[config.mk]
export PLATFORM = sky130hd
export DESIGN_NAME = control_cmd_router
export DESIGN_NICKNAME = d
export VERILOG_FILES = /design/src/rtl/control_cmd_router.sv
export SDC_FILE = /design/constraint.sdc
export NUM_CORES = 1
export LEC_CHECK = 0
export CAP_MARGIN = 20
export CORE_MARGIN = 10
export CORE_UTILIZATION = 55
export CTS_CLUSTER_SIZE = 24
export DETAILED_ROUTE_END_ITERATION = 10
export HOLD_SLACK_MARGIN = 0.06
export PLACE_DENSITY = 0.8
export SLEW_MARGIN = 20
export SYNTH_ARGS = -nofsm -noshare
export SYNTH_HDL_FRONTEND = slang
export SYNTH_SLANG_ARGS = --single-unit
[constraint.sdc]
create_clock -name clk -period 2.5 [get_ports clk]
set_input_delay 0.375 -clock clk [delete_from_list [all_inputs] [get_ports clk]]
set_output_delay 0.375 -clock clk [all_outputs]
set_load 0.1 [all_outputs]
[src/rtl/control_cmd_router.sv]
// Opcode router: matches the first byte of a command against a table and
// forwards the payload to the selected sub-command over an enable/ready/done handshake.
module control_cmd_router #(
    parameter int unsigned NUM_SUBCMDS = 4,
    parameter logic [8*NUM_SUBCMDS-1:0] OPCODE_TABLE = 32'h5A_4C_66_46,
    parameter int unsigned TIMEOUT_CYCLES = 65535,
    localparam int unsigned SEL_W = (NUM_SUBCMDS > 1) ? $clog2(NUM_SUBCMDS) : 1
) (
    input  logic                   clk,
    input  logic                   reset,
    input  logic [7:0]             data_in,
    input  logic                   data_valid,
    output logic                   data_ready,
    output logic [7:0]             data_out,
    output logic [NUM_SUBCMDS-1:0] sub_enable,
    input  logic [NUM_SUBCMDS-1:0] sub_ready_for_data,
    input  logic [NUM_SUBCMDS-1:0] sub_done,
    output logic [NUM_SUBCMDS-1:0] sub_abort,
    output logic [SEL_W-1:0]       active_cmd,
    output logic                   busy,
    output logic                   cmd_done,
    output logic                   error
);

    localparam int unsigned TMO_W = $clog2(TIMEOUT_CYCLES + 1);

    localparam logic [1:0] ST_IDLE      = 2'd0;
    localparam logic [1:0] ST_FORWARD   = 2'd1;
    localparam logic [1:0] ST_WAIT_DONE = 2'd2;

    logic [1:0]             state_q, state_d;
    logic [SEL_W-1:0]       sel_q, sel_d;
    logic [7:0]             data_out_q, data_out_d;
    logic [NUM_SUBCMDS-1:0] sub_enable_q, sub_enable_d;
    logic [NUM_SUBCMDS-1:0] sub_abort_q, sub_abort_d;
    logic                   cmd_done_q, cmd_done_d;
    logic                   error_q, error_d;
    logic                   in_flight_q, in_flight_d;
    logic [7:0]             fwd_cnt_q, fwd_cnt_d;
    logic [TMO_W-1:0]       tmo_q, tmo_d;

    logic                   accept;
    logic                   op_match;
    logic [SEL_W-1:0]       op_idx;
    logic [NUM_SUBCMDS-1:0] sel_onehot;
    logic [TMO_W-1:0]       tmo_inc;

    // One byte in flight at a time, so a sub-command dropping ready on its
    // last byte never sees an extra strobe.
    assign data_ready = reset && ((state_q == ST_IDLE) ||
                                  ((state_q == ST_FORWARD) && sub_ready_for_data[sel_q] && !in_flight_q));
    assign accept     = data_valid && data_ready;
    assign sel_onehot = NUM_SUBCMDS'(1) << sel_q;
    assign tmo_inc    = tmo_q + TMO_W'(1);

    assign data_out   = data_out_q;
    assign sub_enable = sub_enable_q;
    assign sub_abort  = sub_abort_q;
    assign active_cmd = sel_q;
    assign busy       = (state_q != ST_IDLE);
    assign cmd_done   = cmd_done_q;
    assign error      = error_q;

    // Opcode lookup; scanning downward lets the lowest matching index win.
    always_comb begin
        op_match = 1'b0;
        op_idx   = '0;
        for (int i = NUM_SUBCMDS - 1; i >= 0; i--) begin
            if (data_in == OPCODE_TABLE[8*i +: 8]) begin
                op_match = 1'b1;
                op_idx   = SEL_W'(i);
            end
        end
    end

    always_comb begin
        state_d      = state_q;
        sel_d        = sel_q;
        data_out_d   = data_out_q;
        sub_enable_d = '0;
        sub_abort_d  = '0;
        cmd_done_d   = 1'b0;
        error_d      = 1'b0;
        in_flight_d  = 1'b0;
        fwd_cnt_d    = fwd_cnt_q;
        tmo_d        = tmo_q;

        case (state_q)
            ST_IDLE: begin
                if (accept) begin
                    if (op_match) begin
                        sel_d     = op_idx;
                        fwd_cnt_d = 8'd0;
                        tmo_d     = '0;
                        state_d   = ST_FORWARD;
                    end else begin
                        error_d = 1'b1;
                    end
                end
            end
            ST_FORWARD: begin
                if (sub_done[sel_q]) begin
                    cmd_done_d = 1'b1;
                    sel_d      = '0;
                    state_d    = ST_IDLE;
                end else if (accept) begin
                    data_out_d   = data_in;
                    sub_enable_d = sel_onehot;
                    in_flight_d  = 1'b1;
                    tmo_d        = '0;
                    if (fwd_cnt_q != 8'hFF) begin
                        fwd_cnt_d = fwd_cnt_q + 8'd1;
                    end
                end else if ((fwd_cnt_q != 8'd0) && !in_flight_q && !sub_ready_for_data[sel_q]) begin
                    state_d = ST_WAIT_DONE;
                end else if (tmo_inc == TMO_W'(TIMEOUT_CYCLES)) begin
                    sub_abort_d = sel_onehot;
                    error_d     = 1'b1;
                    sel_d       = '0;
                    tmo_d       = '0;
                    state_d     = ST_IDLE;
                end else begin
                    tmo_d = tmo_inc;
                end
            end
            ST_WAIT_DONE: begin
                if (sub_done[sel_q]) begin
                    cmd_done_d = 1'b1;
                    sel_d      = '0;
                    state_d    = ST_IDLE;
                end
            end
            default: begin
                sel_d   = '0;
                state_d = ST_IDLE;
            end
        endcase
    end

    always_ff @(posedge clk or negedge reset) begin
        if (!reset) begin
            state_q      <= ST_IDLE;
            sel_q        <= '0;
            data_out_q   <= 8'd0;
            sub_enable_q <= '0;
            sub_abort_q  <= '0;
            cmd_done_q   <= 1'b0;
            error_q      <= 1'b0;
            in_flight_q  <= 1'b0;
            fwd_cnt_q    <= 8'd0;
            tmo_q        <= '0;
        end else begin
            state_q      <= state_d;
            sel_q        <= sel_d;
            data_out_q   <= data_out_d;
            sub_enable_q <= sub_enable_d;
            sub_abort_q  <= sub_abort_d;
            cmd_done_q   <= cmd_done_d;
            error_q      <= error_d;
            in_flight_q  <= in_flight_d;
            fwd_cnt_q    <= fwd_cnt_d;
            tmo_q        <= tmo_d;
        end
    end

endmodule

==> results_dict.tcl, run 1 <==
# place-and-route summary
set metrics [dict create \
    status "complete, no violations" \
    die_h_um 93.2 \
    regArea_um2 1180 \
    cts.clk_slew.worst_paths_ns 0.09 \
    overflow 0 \
    numCtsBuffers 5 \
    crit_buf_inv 1 \
    power.switching_mw 1.82 \
    grt_pass1_wl_um 12600 \
    logic_family "simple AND/OR/NAND/NOR gates" \
    comb_share 0.447 \
    path_class "reg2reg" \
    pg_clk_mw 0.657 \
    hold_path_end "data_out[6]" \
    crit_chain "ha_2 > inv_1 > or4_1 > a31oi_1 > nand4_1 > or2_1 > o31ai_1" \
    min_period_ns 2.34 \
    ys_cells 325 \
    ys_seq_elements 47 \
    htree_levels 2 \
    seq_cells 47 \
    grt_usage 0.177 \
    row_count 26 \
    comb-power_mw 2.06 \
    fp_nets 351 \
    synth.most_common_cell "dfrtp_1" \
    ys_sh_aoi 0.164 \
    final_layout_size_suffix_gt1_frac 0.228 \
    crit_family "simple AND/OR/NAND/NOR gates" \
    power_mw 3.82 \
    slowest_delay_ns 0.57 \
    comb_cells 244 \
    post-cts-setup-buffers 0 \
    r2r_cells 7 \
    cp-start-kind "flop" \
    timing.setup.tns_ns 0 \
    fp_util 0.573 \
    ant_nets 0 \
    power-top-group "combinational cells" \
    crit_end "error" \
    crit_start "tmo_q[0]" \
    cts_root_buf "clkbuf_8" \
    flop_cell "dfrtp_1" \
    synthTopCellsByCount "47 x dfrtp_1, 34 x nand2_1, 23 x nand3_1, 23 x nor2_1, 18 x inv_1" \
    clk_latency_ns 0.30 \
    rsz0062_at_grt "false" \
    synthArstFlopShare 1.00 \
    min_path_cells 1 \
    nNetsFinal 411 \
    r2r_slack_ns 0.16 \
    max_freq_mhz 427 \
    syn_inst 325 \
    area_leaders "dfrtp_1 40%, nand2_1 4.3%, nand3_1 3.9%" \
    skew_ns 0.00596 \
    fillers 391 \
    die_w_um 93.2 \
    post-dp-hpwl_um 5510 \
    clockBufferDepth 2 \
    ys_sh_adder 0.0297 \
    fin_crit_sh 0.938 \
    largest_area_cell "dfrtp_1" \
    p_comb_frac 0.540 \
    nClkBuffers 6 \
    n_all_inverters 18 \
    portBuffers 40 \
    worstReg2RegEnd "error" \
    n_antenna_cell 0 \
    worstSetupEndpointType "flop" \
    syn_to_final_growth_pct 25.7 \
    n_all_buffers 69 \
    place_ws_ns -0.0876 \
    power_frac_seq 0.288 \
    ys_types 57 \
    worstPathArrival_ns 2.56 \
    power_density_nw_per_um2 1030 \
    crit_fanout 6 \
]
-- run 1: state kept, by name (all words and copies together), names as in the netlist --
signal,flops
active_cmd,2
cmd_done,1
data_out,8
error,1
fwd_cnt_q,8
in_flight_q,1
state_q,2
sub_abort,4
sub_enable,4
tmo_q,16
-- run 1: per-layer routing --
metal  global-route usage  up-vias  routed length [um]
li1                     -     1299                   -
met1                0.216     1312                3230
met2                0.301       68                3780
met3               0.0408       10                 334
met4               0.0540        0                 142
met5                    0        -                   0
-- run 1: timing repair --
| action | 4_1_cts | 5_1_grt |
|---|---|---|
| endpoints found under the hold margin | 7 | 0 |
| resized | 0 | 3 |
| setup endpoints to repair | 0 | 16 |
| hold buffers | 1 | 0 |
**Run 1: signal wires on met3**

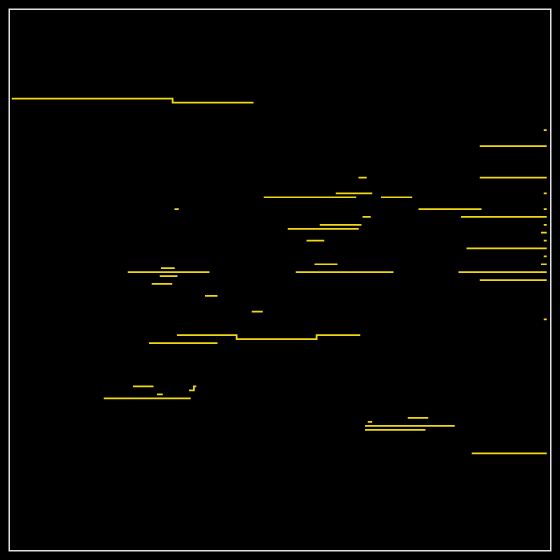
longest straight run = 27.6 um
wire length on this layer = 335 um
WL final: 7490 um
via count: 2689
met3 usage: 0.0408

**Run 1: congestion heat map**

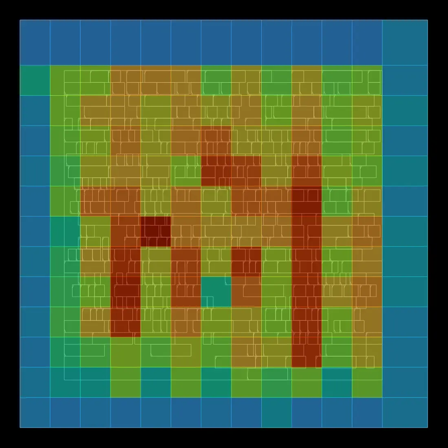
met1 usage: 0.216
wire per inst: 16.4 um
routing usage on met2: 0.301
Layout Utilization: 0.720
GR peak layer: met2

**Run 1: metal 2**

Scale bar: 20 um.
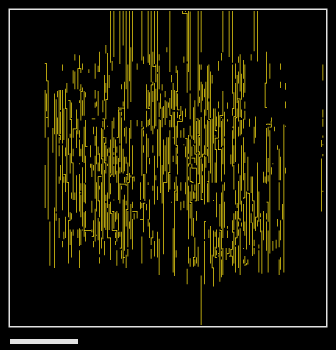
wire length on this layer = 3780 um
main direction = vertical
nets with wire on the layer = 348

**Run 1: register map, names as in the netlist**

Scale bar: 20 um. Other sequential cells in the stronger gray, the rest of the logic in the fainter gray.
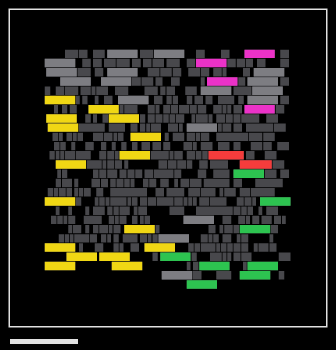

==> inputs of run 2 (changes only) <==
--- a/config.mk
+++ b/config.mk
@@ -12,6 +12,9 @@
 export DETAILED_ROUTE_END_ITERATION = 10
 export HOLD_SLACK_MARGIN = 0.06
 export PLACE_DENSITY = 0.8
+export RECOVER_POWER = 25
+export SETUP_SLACK_MARGIN = 0.1
+export SKIP_CTS_REPAIR_TIMING = 1
 export SLEW_MARGIN = 20
 export SYNTH_ARGS = -nofsm -noshare
 export SYNTH_HDL_FRONTEND = slang
**Run 2: register map, names as in the netlist**

Scale bar: 20 um. Other sequential cells in the stronger gray, the rest of the logic in the fainter gray.
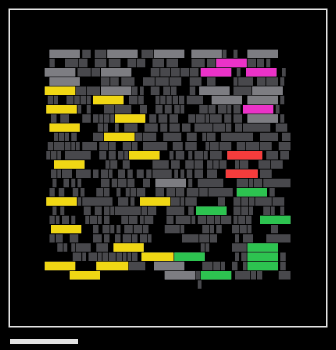
`sub_enable` -> magenta  # flops 4, where top right
`active_cmd` -> red  # flops 2
`tmo_q` -> yellow  # flops 16
`fwd_cnt_q` -> green  # flops 8, where bottom right
not colored = 17
P_seq: 1.11 mW
Layout Utilization: 0.719
flop share of the area: 0.320

==> run 2 against run 1 <==
Against the previous run: worst setup slack improved by 0.058 ns; power down 3.8%; first-iteration DRC count down 30%; non-clock buffer count is 4 higher; critical path depth fell by 2; sequential power barely moved; highest routed layer unchanged.
==> results_dict.tcl, run 2 <==
# place-and-route summary
set metrics [dict create \
    wl_met2_um 3840 \
    n_antenna_cell 0 \
    worstPathArrival_ns 1.91 \
    crit_end "data_ready" \
    row_count 26 \
    synthTopCellsByCount "47 x dfrtp_1, 34 x nand2_1, 23 x nand3_1, 23 x nor2_1, 18 x inv_1" \
    fillers 411 \
    logic_family "simple AND/OR/NAND/NOR gates" \
    ys_chip_area_um2 2940 \
    regArea_um2 1180 \
    portBuffers 40 \
    clkCellAreaFrac 0.0230 \
    nNetsFinal 415 \
    crit_family "flip-flops" \
    intPower_mw 1.82 \
    die_h_um 93.2 \
    p_comb_frac 0.574 \
    comb_share 0.455 \
    edf_count 0 \
    fin_hold_ws_ns 0.431 \
    max_freq_mhz 437 \
    fp_util 0.573 \
    grt_usage 0.177 \
    syn_to_final_growth_pct 25.6 \
    path_class "reg2out" \
    grt_pass1_wl_um 12700 \
    power_mw 3.67 \
    syn_inst 325 \
    worstReg2RegEnd "tmo_q[9]" \
    clk_latency_ns 0.31 \
    status "complete, no violations" \
    crit_buf_inv 1 \
    crit_chain "mux2_2 > a22oi_1 > o21a_4 > nor2b_4 > buf_12" \
    top_usage_layer "met2" \
    highest_layer "met4" \
    min_period_ns 2.29 \
    routed_wl_um 7530 \
    largest_reg_flops 16 \
    seq_cells 47 \
    drt-met1-wl_um 3110 \
    synthArstFlopShare 1.00 \
    area_leaders "dfrtp_1 40%, nand2_1 4.3%, nand3_1 3.9%" \
    comb_cells 244 \
    power.switching_mw 1.85 \
    clockBufferDepth 2 \
    power_density_nw_per_um2 994 \
    cp-start-kind "flop" \
    r2r_cells 10 \
    vias 2698 \
    final_layout_size_suffix_gt1_frac 0.221 \
    worstSetupEndpointType "output pin" \
    crit_fanout 13 \
    fp_nets 351 \
    ys_sh_adder 0.0297 \
    nClkBuffers 6 \
    dieArea_um2 8680 \
    flop_cell "dfrtp_1" \
    regMostFlops "tmo_q" \
    overflow 0 \
    die_w_um 93.2 \
    skew_ns 0.00847 \
    r2r_slack_ns 0.25 \
    numCtsBuffers 5 \
    fin_crit_sh 0.915 \
    ys_cells 325 \
    crit_start "active_cmd[1]" \
    met1_usage 0.208 \
    warnings 31 \
    slowest_delay_ns 0.53 \
    cts.clk_slew.worst_paths_ns 0.09 \
    n_all_inverters 18 \
    power_frac_seq 0.301 \
    wl_per_cell_um 16.4 \
    rsz0062_at_grt "false" \
    final_cell_mix "43 x dfrtp_1, 40 x buf_4, 34 x nand2_1, 23 x nor2_1, 23 x nand3_1" \
    htree_levels 2 \
    globalRouteMet3Util 0.0432 \
    vias_per_cell 5.87 \
    dr_wl_met3_um 425 \
    cts_root_buf "clkbuf_8" \
    largest_area_cell "dfrtp_1" \
    ant_nets 0 \
    ys_sh_aoi 0.164 \
    synth.most_common_cell "dfrtp_1" \
]
==> run 2: cell counts after synthesis <==
No cell type changed its count.
==> run 2: metrics by stage <==
stage	worst slack, ns	cell area [um^2]	TNS (ns)
6_report	0.214	3700	0
5_1_grt	0.0843	3700	0
4_1_cts	0.115	3630	0
3_5_place_dp	-0.122	3540	-0.948
3_3_place_gp	-0.0169	3540	-0.0566
2_1_floorplan	0.0331	2980	0
==> run 2: power by group through the flow <==
stage / Clock [mW] / Sequential, mW / Combinational, mW
2_1_floorplan: 0 / 1.63 / 0.985
6_report: 0.460 / 1.11 / 2.11
4_1_cts: 0.472 / 1.10 / 2.09
3_3_place_gp: 0 / 1.10 / 2.04
5_1_grt: 0.496 / 1.13 / 2.24
3_5_place_dp: 0 / 1.12 / 2.08
Power and IR drop assume default switching activity.
